Drive-strength map:
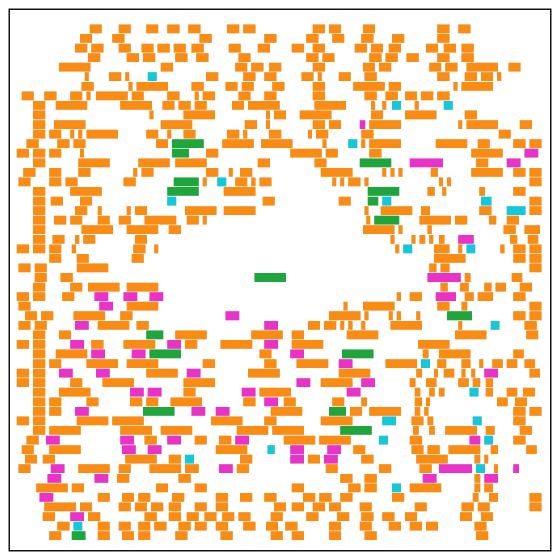
Clock wiring as the flow saved it:
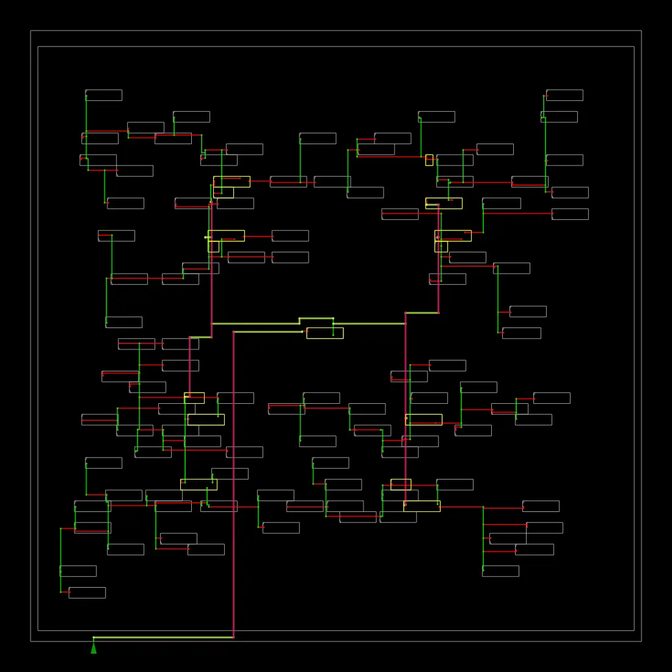
Cell classes on the final placement:
The bar under the picture is 50 um long. Fill, decap, tap and diode cells in grey.
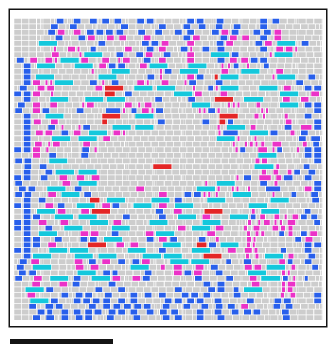
Metal 2:
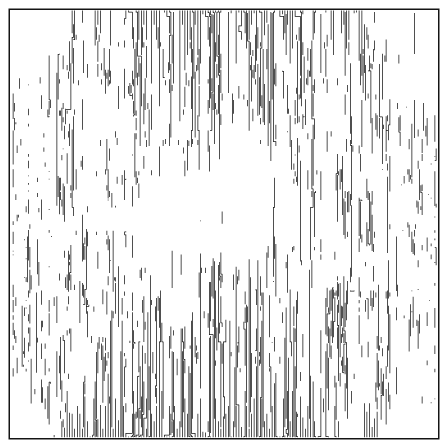
Logic cells by family:
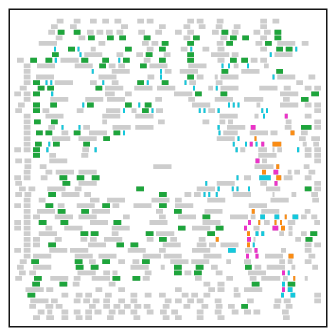
Design axi_lite_xbar_1ton, sky130hd; sources not shown.
==> results.toml <==
# yosys + openroad results
[routing]
first_iter_violations = 80
route.detailed.vias_per_inst = 4.21
first_pass_iters = 4
drtAntennaViolNets = 0
topmost_layer_with_routed_signal_wires = "met4"
wl_met3_um = 944

[logic_synthesis]
edf_count = 0
syn_area_per_cell_sq_um = 11.7
commonest_register_cell_after_synthesis = "dfrtp_1"
yosys.stat.seqShare_pct = 49.6
count_of_instantiated_cells_in_the_yosys_netlist = 426
ys_async_sr_fraction_pct = 100
yosysWarningCount = 0

[power_and_ir_drop]
power.combinational.fraction_pct = 57.7
clock_net_power_w = 0.00135
p_seq_w = 0.00300
p_per_area_nw_per_um2 = 1250
comb-power_w = 0.00593
seqPwrFrac_pct = 29.2
p_leak_nw = 3.48
power.share.clock_pct = 13.1
ir_drop_v = 0.000568

[clock_network]
insertion_delay_ns = 0.34
clock_tree_from_tritoncts = "done"
clock_root_cell = "clkbuf_16"
path_clk_slew_ns = 0.07
maximum_root_to_sink_buffer_count = 2

[worst_setup_path]
worst_r2r_path_depth = 5
crit_fanout = 3
worst_setup_path_end_kind = "output port"
timing.reg2reg.setup_slack_ns = 0.58

[floorplanning]
initial_core_util_pct = 22.7
floorplan.die.width_um = 154
chip_area_sq_um = 23600
ioPinCount = 302

[sta]
final.min_clock_period_ns = 2.43
fin_tns_setup_ns = 0
finalSetupViolCount = 0
hold_viol_final = 0
holdWs_ns = 0.260
worst_slew_margin_rel_pct = 61.6

[placement]
dp_hpwl_um = 13200
port_buffers = 301
dp_cells = 945
globalplace.congestion = 0.736
placedInstanceArea_sq_um = 7940

[worst_hold_path]
holdCritPathClass = "input port to asynchronous set/reset pin"

[global_route]
grt_overflow_total = 0
first_global_vias = 4458
grt_first_pass_wirelength_um = 25500

[final_layout]
nets = 823
most_instantiated_logic_cells_after_routing = "clkdlybuf4s50_1, dfrtp_1, mux2i_1, nand2_1, mux2_2"
antenna_cells = 0

[run]
number_of_maximum_capacitance_violations = 0

[outcome]
outcome = "completed"
-- 'drive-strength map' (at the start) --
size	colour	cells
_6 and larger	green	17
_0 and _1 cells	orange	586
_3 and _4 cells	cyan	23
_2 cells	magenta	56
buffers outside the clock class: 321
post-layout instance area: 8240 sq um
layout overhead on the synthesized area: 65.1%

-- 'clock wiring as the flow saved it' (at the start) --
number of clock sinks: 99
setup skew after layout: 0.00507 ns
clk_buf instances: 12
CTS Buf Count: 9

-- 'cell classes on the final placement' (at the start) --
class	colour	cells	share of their area
combinational and other logic	magenta	247	25%
clock drivers and dummy loads	red	15	3.6%
remaining buffers and delay cells	blue	321	40%
sequential cells	cyan	99	31%
Core Area: 22,000 sq um
standard-cell rows: 54
share of cell area taken by flip-flops and latches: 30.1%
utilization after layout: 37.4%

-- 'metal 2' (at the start) --
main direction	vertical
wire length on this layer	9,040 um
global routing met2 resource utilization: 25.6%
post-detailed-routing wire length: 16,600 um
via count of the routed design: 4,048

-- 'logic cells by family' (at the start) --
family	colour	cells	most used
mux cells	green	119	mux2i_1
nor cells	orange	17	nor2_1
nand cells	cyan	72	nand2_1
aoi and oai cells	magenta	16	a21oi_1
Finished Layout Cells: 962
most common logic cell in the routed design: clkdlybuf4s50_1
logic share of the area: 23.3%

[final cells by class]
cell class / instances / area, sq um
multi-input cells: 244 / 1920
repair buffers: 321 / 3190
inverters: 3 / 13.8
fillers: 2398 / 13800
flip-flops and latches: 99 / 2480
clock inverters: 3 / 21.3
well taps: 280 / 350
clock buffers: 12 / 267
[worst max-delay path: stages]
cell and delay [ns]:
dlygate4sd2_1 0.21, and4b_2 0.30, nand2_4 0.08, inv_4 0.08, clkdlybuf4s15_2 0.26
[what timing repair did]
item                                    CTS  global route
pin swaps                                 3             0
endpoints found under the setup margin   12             5
buffers inserted                          2             0
gates resized                            22             5
[cells in the mapped netlist (2+ instances only)]
cell	n	area, sq um
nand2_1	61	229
nor3_1	5	25.0
buf_6	9	101
a221o_1	2	20.0
and2_1	5	31.3
buf_2	5	25.0
nand3_1	4	20.0
nand3b_1	4	30.0
mux2_2	46	518
o21ai_0	5	25.0
nor2b_1	3	18.8
clkbuf_2	2	10.0
a21oi_1	6	30.0
dfrtp_1	99	2480
clkbuf_1	8	30.0
a311o_1	2	20.0
nor2_1	6	22.5
mux2i_1	71	711
inv_1	2	7.51
buf_4	56	420
nor3b_1	2	15.0
[through the flow]
stage	power (W)	setup slack [ns]
3_5_place_dp	0.00908	-0.652
6_report	0.0103	0.0668
2_1_floorplan	0.00578	-0.306
3_3_place_gp	0.00901	-0.648
5_1_grt	0.0109	0.0144
4_1_cts	0.0105	-0.136
[cell families (layout without fill, tap and decap cells)]
group                  count (synthesis)  in the layout  synth area share, %
buffers and inverters                 83            339                 12.0
other                                  1              1               0.0751
DFF                                   99             99                 49.6
AOI/OAI and AO/OA                     23             23                 3.16
muxes                                119            119                 25.1
and+or+nand+nor                      101            101                 9.95
Power figures rest on the tool's default switching activity, not on a simulated workload.
